**src/rtl/main_ctrl_fsm.sv**
```systemverilog
// -----------------------------------------------------------------------------
// main_ctrl_fsm
// Multi-cycle MIPS main control state machine. It decodes the instruction
// opcode and sequences the datapath control signals over several cycles per
// instruction.
//
// Optional feature macro: ADDI_EN
//   defined   - opcode 8 (addi) runs DECODE -> ADDI_EXEC -> ADDI_WB -> FETCH
//   undefined - opcode 8 is handled like any other unsupported opcode
//
// The outputs are a combinational decode of the state register, so an
// asynchronous reset clears them at once. The only Mealy terms are IRWrite and
// PCWrite in FETCH (gated by mem_ready), plus illegal_op in DECODE, which is
// qualified by the IR-held opcode.
// -----------------------------------------------------------------------------
module main_ctrl_fsm (
    input  logic       clk,
    input  logic       rst_n,
    input  logic [5:0] opcode,
    input  logic       mem_ready,
    output logic       PCWrite,
    output logic       PCWriteCond,
    output logic       IorD,
    output logic       MemRead,
    output logic       MemWrite,
    output logic       MemtoReg,
    output logic       IRWrite,
    output logic       ALUSrcA,
    output logic       RegWrite,
    output logic       RegDst,
    output logic [1:0] PCSource,
    output logic [1:0] ALUSrcB,
    output logic [1:0] ALU_OP,
    output logic       illegal_op,
    output logic [3:0] state
);

    typedef enum logic [3:0] {
        S_INIT      = 4'd0,
        S_FETCH     = 4'd1,
        S_DECODE    = 4'd2,
        S_MEM_ADDR  = 4'd3,
        S_MEM_READ  = 4'd4,
        S_MEM_WB    = 4'd5,
        S_MEM_WRITE = 4'd6,
        S_EXECUTE   = 4'd7,
        S_R_WB      = 4'd8,
        S_BRANCH    = 4'd9,
        S_JUMP      = 4'd10,
        S_ADDI_EXEC = 4'd11,
        S_ADDI_WB   = 4'd12
    } state_t;

    localparam logic [5:0] OP_RTYPE = 6'd0;
    localparam logic [5:0] OP_J     = 6'd2;
    localparam logic [5:0] OP_BEQ   = 6'd4;
    localparam logic [5:0] OP_ADDI  = 6'd8;
    localparam logic [5:0] OP_LW    = 6'd35;
    localparam logic [5:0] OP_SW    = 6'd43;

    // True for every opcode the controller knows how to sequence.
    function automatic logic opcode_supported(input logic [5:0] op);
        logic ok;
        case (op)
            OP_RTYPE, OP_J, OP_BEQ, OP_LW, OP_SW: ok = 1'b1;
`ifdef ADDI_EN
            OP_ADDI: ok = 1'b1;
`else
            OP_ADDI: ok = 1'b0;
`endif
            default: ok = 1'b0;
        endcase
        return ok;
    endfunction

    state_t state_r;

    // State register and next-state sequencing for every instruction class.
    always_ff @(posedge clk or negedge rst_n) begin
        if (!rst_n) begin
            state_r <= S_INIT;
        end else begin
            case (state_r)
                S_INIT: state_r <= S_FETCH;
                S_FETCH: begin
                    if (mem_ready) state_r <= S_DECODE;
                    else           state_r <= S_FETCH;
                end
                S_DECODE: begin
                    case (opcode)
                        OP_RTYPE:     state_r <= S_EXECUTE;
                        OP_LW, OP_SW: state_r <= S_MEM_ADDR;
                        OP_BEQ:       state_r <= S_BRANCH;
                        OP_J:         state_r <= S_JUMP;
`ifdef ADDI_EN
                        OP_ADDI:      state_r <= S_ADDI_EXEC;
`else
                        OP_ADDI:      state_r <= S_FETCH;
`endif
                        default:      state_r <= S_FETCH;
                    endcase
                end
                // opcode is still valid here: the IR is not rewritten until FETCH
                S_MEM_ADDR: begin
                    if (opcode == OP_LW) state_r <= S_MEM_READ;
                    else                 state_r <= S_MEM_WRITE;
                end
                S_MEM_READ: begin
                    if (mem_ready) state_r <= S_MEM_WB;
                    else           state_r <= S_MEM_READ;
                end
                S_MEM_WRITE: begin
                    if (mem_ready) state_r <= S_FETCH;
                    else           state_r <= S_MEM_WRITE;
                end
                S_EXECUTE:   state_r <= S_R_WB;
                S_MEM_WB:    state_r <= S_FETCH;
                S_R_WB:      state_r <= S_FETCH;
                S_BRANCH:    state_r <= S_FETCH;
                S_JUMP:      state_r <= S_FETCH;
`ifdef ADDI_EN
                S_ADDI_EXEC: state_r <= S_ADDI_WB;
                S_ADDI_WB:   state_r <= S_FETCH;
`endif
                default:     state_r <= S_INIT;
            endcase
        end
    end

    // Datapath control decode of the current state; unlisted outputs stay 0.
    always_comb begin
        PCWrite     = 1'b0;
        PCWriteCond = 1'b0;
        IorD        = 1'b0;
        MemRead     = 1'b0;
        MemWrite    = 1'b0;
        MemtoReg    = 1'b0;
        IRWrite     = 1'b0;
        ALUSrcA     = 1'b0;
        RegWrite    = 1'b0;
        RegDst      = 1'b0;
        PCSource    = 2'b00;
        ALUSrcB     = 2'b00;
        ALU_OP      = 2'b00;
        illegal_op  = 1'b0;
        case (state_r)
            S_FETCH: begin
                MemRead  = 1'b1;
                ALUSrcB  = 2'b01;
                IRWrite  = mem_ready;
                PCWrite  = mem_ready;
            end
            S_DECODE: begin
                ALUSrcB    = 2'b11;
                illegal_op = ~opcode_supported(opcode);
            end
            S_MEM_ADDR: begin
                ALUSrcA = 1'b1;
                ALUSrcB = 2'b10;
            end
            S_MEM_READ: begin
                MemRead = 1'b1;
                IorD    = 1'b1;
            end
            S_MEM_WRITE: begin
                MemWrite = 1'b1;
                IorD     = 1'b1;
            end
            S_MEM_WB: begin
                RegWrite = 1'b1;
                MemtoReg = 1'b1;
            end
            S_EXECUTE: begin
                ALUSrcA = 1'b1;
                ALU_OP  = 2'b10;
            end
            S_R_WB: begin
                RegWrite = 1'b1;
                RegDst   = 1'b1;
            end
            S_BRANCH: begin
                ALUSrcA     = 1'b1;
                ALU_OP      = 2'b01;
                PCWriteCond = 1'b1;
                PCSource    = 2'b01;
            end
            S_JUMP: begin
                PCWrite  = 1'b1;
                PCSource = 2'b10;
            end
`ifdef ADDI_EN
            S_ADDI_EXEC: begin
                ALUSrcA = 1'b1;
                ALUSrcB = 2'b10;
            end
            S_ADDI_WB: begin
                RegWrite = 1'b1;
            end
`endif
            default: begin
                PCWrite = 1'b0;
            end
        endcase
    end

    assign state = state_r;

endmodule
```
**config.mk**
```make
export PLATFORM = sky130hd
export DESIGN_NAME = main_ctrl_fsm
export DESIGN_NICKNAME = d
export VERILOG_FILES = /design/src/rtl/main_ctrl_fsm.sv
export SDC_FILE = /design/constraint.sdc
export NUM_CORES = 1
export LEC_CHECK = 0
export CAP_MARGIN = 20
export CORE_AREA = 4 4 41 43
export DETAILED_ROUTE_END_ITERATION = 12
export DIE_AREA = 0 0 45 47
export GPL_TIMING_DRIVEN = 0
export PLACE_DENSITY_LB_ADDON = 0.12
export SLEW_MARGIN = 15
export SYNTH_ARGS = -nofsm -noshare
export SYNTH_HDL_FRONTEND = slang
export SYNTH_SLANG_ARGS = --single-unit
```
**constraint.sdc**
```tcl
create_clock -name clk -period 2.2 [get_ports clk]
set_clock_uncertainty 0.05 [all_clocks]
set_input_delay 0.44 -clock clk [delete_from_list [all_inputs] [get_ports clk]]
set_output_delay 0.44 -clock clk [all_outputs]
set_load 0.05 [all_outputs]
```
Signal wires on met1:
Scale bar: 10 um.
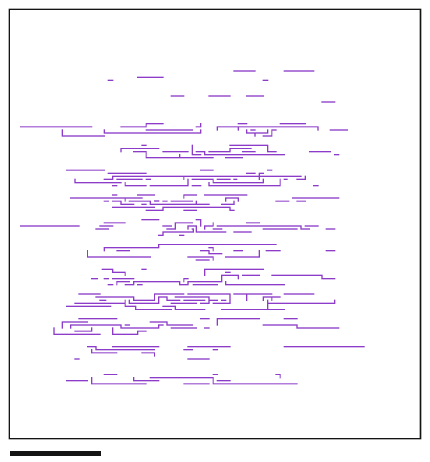
main direction: horizontal
wire length on this layer: 614 um

M2 wires:
Scale bar: 10 um. Cells faint in the background.
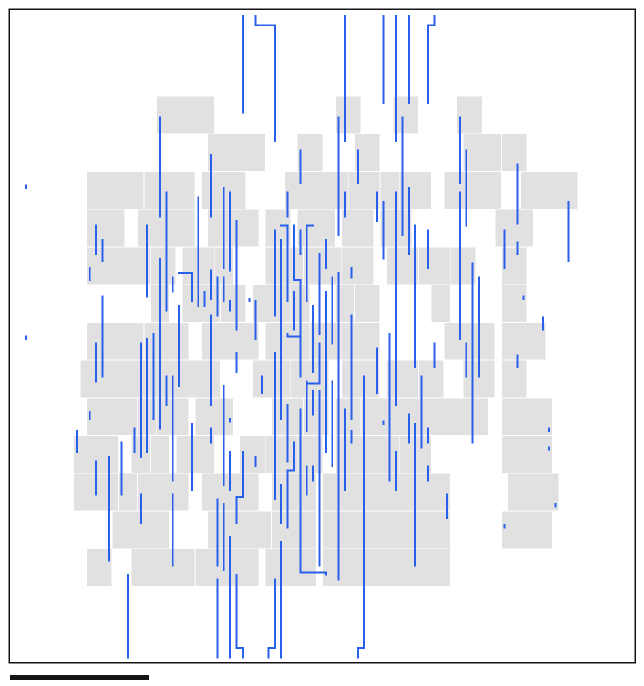
nets with wire on the layer: 94
wire length on this layer: 655 um
longest straight run: 22.1 um
main direction: vertical
share of all routed wire: 47%

Signal wires on met3:
Scale bar: 10 um. Cells faint in the background.
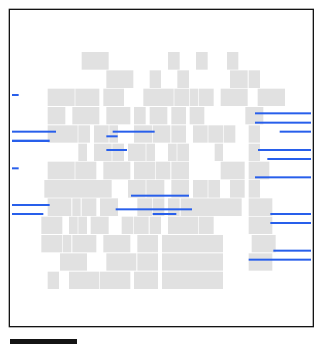
share of all routed wire: 8.9%
main direction: horizontal

Track usage over the die:
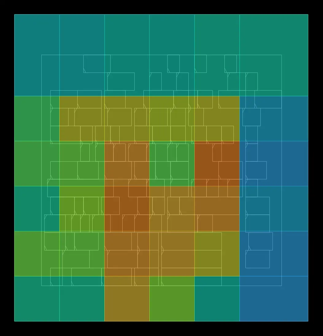
met3 usage: 1.15%
M2 GR Usage: 22.9%

Placement density heat map:
The die is cut into 9 by 9 equal tiles; white is low, dark blue is high, 0 to 100% covered.
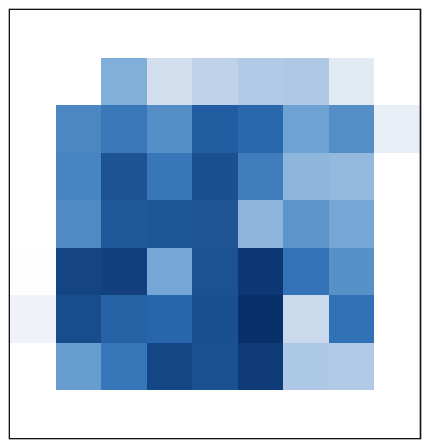
densest ninth of the die: center
mean over tiles: 39%
fullest tile: 100%
nearly empty tiles: 38%

==> summary.rpt <==
PHYSICAL IMPLEMENTATION REPORT
----------------------------------------------------
[Status]
  Run status ........................ finished clean

[Power]
  Top pwr grp ........................ combinational cells
  Sequential Power Share ........................ 11.6%
  Power drawn by the sequential cells ........................ 148 uW
  Leakage dissipation ........................ 0.390 nW
  P per Cell Area ........................ 1520 nW/um2
  Cell-internal power ........................ 488 uW
  Comb. pwr ........................ 1.04 mW
  Power in the clock group ........................ 90.2 uW
  Part of the total power dissipated in the clock network ........................ 7.1%
  Overall power of the completed layout ........................ 1.28 mW
  Switching part of the total ........................ 61.8%

[Route]
  Vias after detailed routing ........................ 592
  Routed length on met2 ........................ 655 um
  Routed Wire Length ........................ 1390 um
  1st-pass router iterations ........................ 4
  Drt drc ........................ 0
  Average vias per placed instance ........................ 5.24
  Uppermost signal routing layer after detailed routing ........................ met3

[Die]
  Die height ........................ 47 um
  Number of top-level pins ........................ 30
  DIE AREA ........................ 2120 um2
  # Taps ........................ 15

[Logic synthesis]
  Syn nets ........................ 74
  Share of synthesized area occupied by flip-flops and latches ........................ 21.1%
  Portion of synthesized cell area occupied by the leading cell type ........................ 21.1%
  Post-synthesis mux area share ........................ 2.37%
  Aoi share ........................ 19.8%
  Post-synthesis cell count from yosys ........................ 65
  Most used flip-flop cell after synthesis ........................ dfrtp_1
  EDFF count, synth ........................ 0
  YS chip area ........................ 474 um2
  Number of warnings reported in the yosys synthesis log ........................ 0
  Cell area leaders ........................ dfrtp_1 21%, nand2b_1 7.9%, nor2_1 7.9%, nor3_1 5.3%, buf_2 4.2%
  Average cell area after synthesis ........................ 7.30 um2
  Area leader, netlist ........................ dfrtp_1
  Synthesized flop and latch total ........................ 4

[Clock network]
  Total CTS buffers ........................ 3
  Clock-pin slew on the worst setup and hold paths ........................ 40 ps
  Clock Tree Buf Depth ........................ 2
  Number of setup buffers added after CTS ........................ 0
  Count of hold-fix buffers inserted at cts ........................ 0
  H-Tree Depth ........................ 1
  Clock root buffer ........................ clkbuf_4

[Cells and area]
  Top cell category ........................ combinational gates
  Dominant logic cell types in the final layout ........................ 10 x buf_2, 6 x nand2b_1, 6 x clkbuf_4, 6 x clkdlybuf4s50_1
  ClkCell Share ........................ 2.68%
  Sequential cell area ........................ 100 um2
  Multi-input gate share of the layout cell area ........................ 46.9%
  Multi-input combinational cell count ........................ 53
  Count of buffers not belonging to the clock network in the layout ........................ 36
  Proportion of cell area occupied by registers ........................ 11.9%
  Number of standard cells in the final layout excluding fillers ........................ 113
  Layout overhead on the synthesized area ........................ 77.3%
  Layout clock buffers ........................ 3
  Max reg flops ........................ 4
  Number of ordinary inverters in the final layout ........................ 2
  Core Util, Final ........................ 64.6%
  Count of fill cells added during filler insertion ........................ 135
  Flops ........................ 4

[Timing]
  Final Max Tran Viols ........................ 0
  RSZ-0062 raised after global routing ........................ no
  Tightest slew margin relative to the limit ........................ 66.9%
  Share of the cycle needed by the critical path after routing ........................ 95.7%
  Number of endpoints failing setup at the final stage ........................ 0
  Worst Tran Pin Value ........................ 495 ps
  Hold slack ........................ 357 ps
  Accumulated negative setup slack ........................ 0 ps

[Global route]
  Overall overflow remaining after global route ........................ 0
  Largest net degree at the start of global routing ........................ 11
  Most utilized layer in the global route result ........................ met2
  Initial antenna violation count ........................ 0
  Wire length of the first global-routing pass ........................ 2280 um
  Vias in the first global route ........................ 553

[Job]
  Max-cap viol count ........................ 0
  Log Warnings ........................ 28

[Placed design]
  Weighted congestion reported at the end of routability-driven placement ........................ 0.800
  Post-Place Cell Area ........................ 841 um2
  Worst setup slack before clock tree synthesis ........................ -863 ps
  Placed Cells ........................ 109

[Worst setup path]
  Critical Path Fanout Max ........................ 10
  Crit path DAT ........................ 1620 ps
  Startpoint types ........................ register

[Worst hold path]
  Class of the tightest hold or removal check ........................ in2async

----------------------------------------------------
path summary, 6_finish.rpt:
path                            depth (start not counted)                from  slack (ps)                  to
worst max-delay path                                    5  state[1]$_DFF_PN0_          90             PCWrite
worst min-delay path                                    1               rst_n         360  state[3]$_DFF_PN0_
worst max register to register                          5  state[1]$_DFF_PN0_         750  state[1]$_DFF_PN0_
worst min register to register                          2  state[1]$_DFF_PN0_         560  state[3]$_DFF_PN0_
max in group asynchronous                               1               rst_n        1580  state[0]$_DFF_PN0_
min in group clk                                        3           opcode[1]         530  state[2]$_DFF_PN0_
critical path: stages (launching register included):
cell and delay, ps:
dfrtp_1 400, buf_2 190, nand3b_1 230, mux2_2 320, nor2_4 90, buf_6 160
Power is estimated from default activity; no workload was simulated.
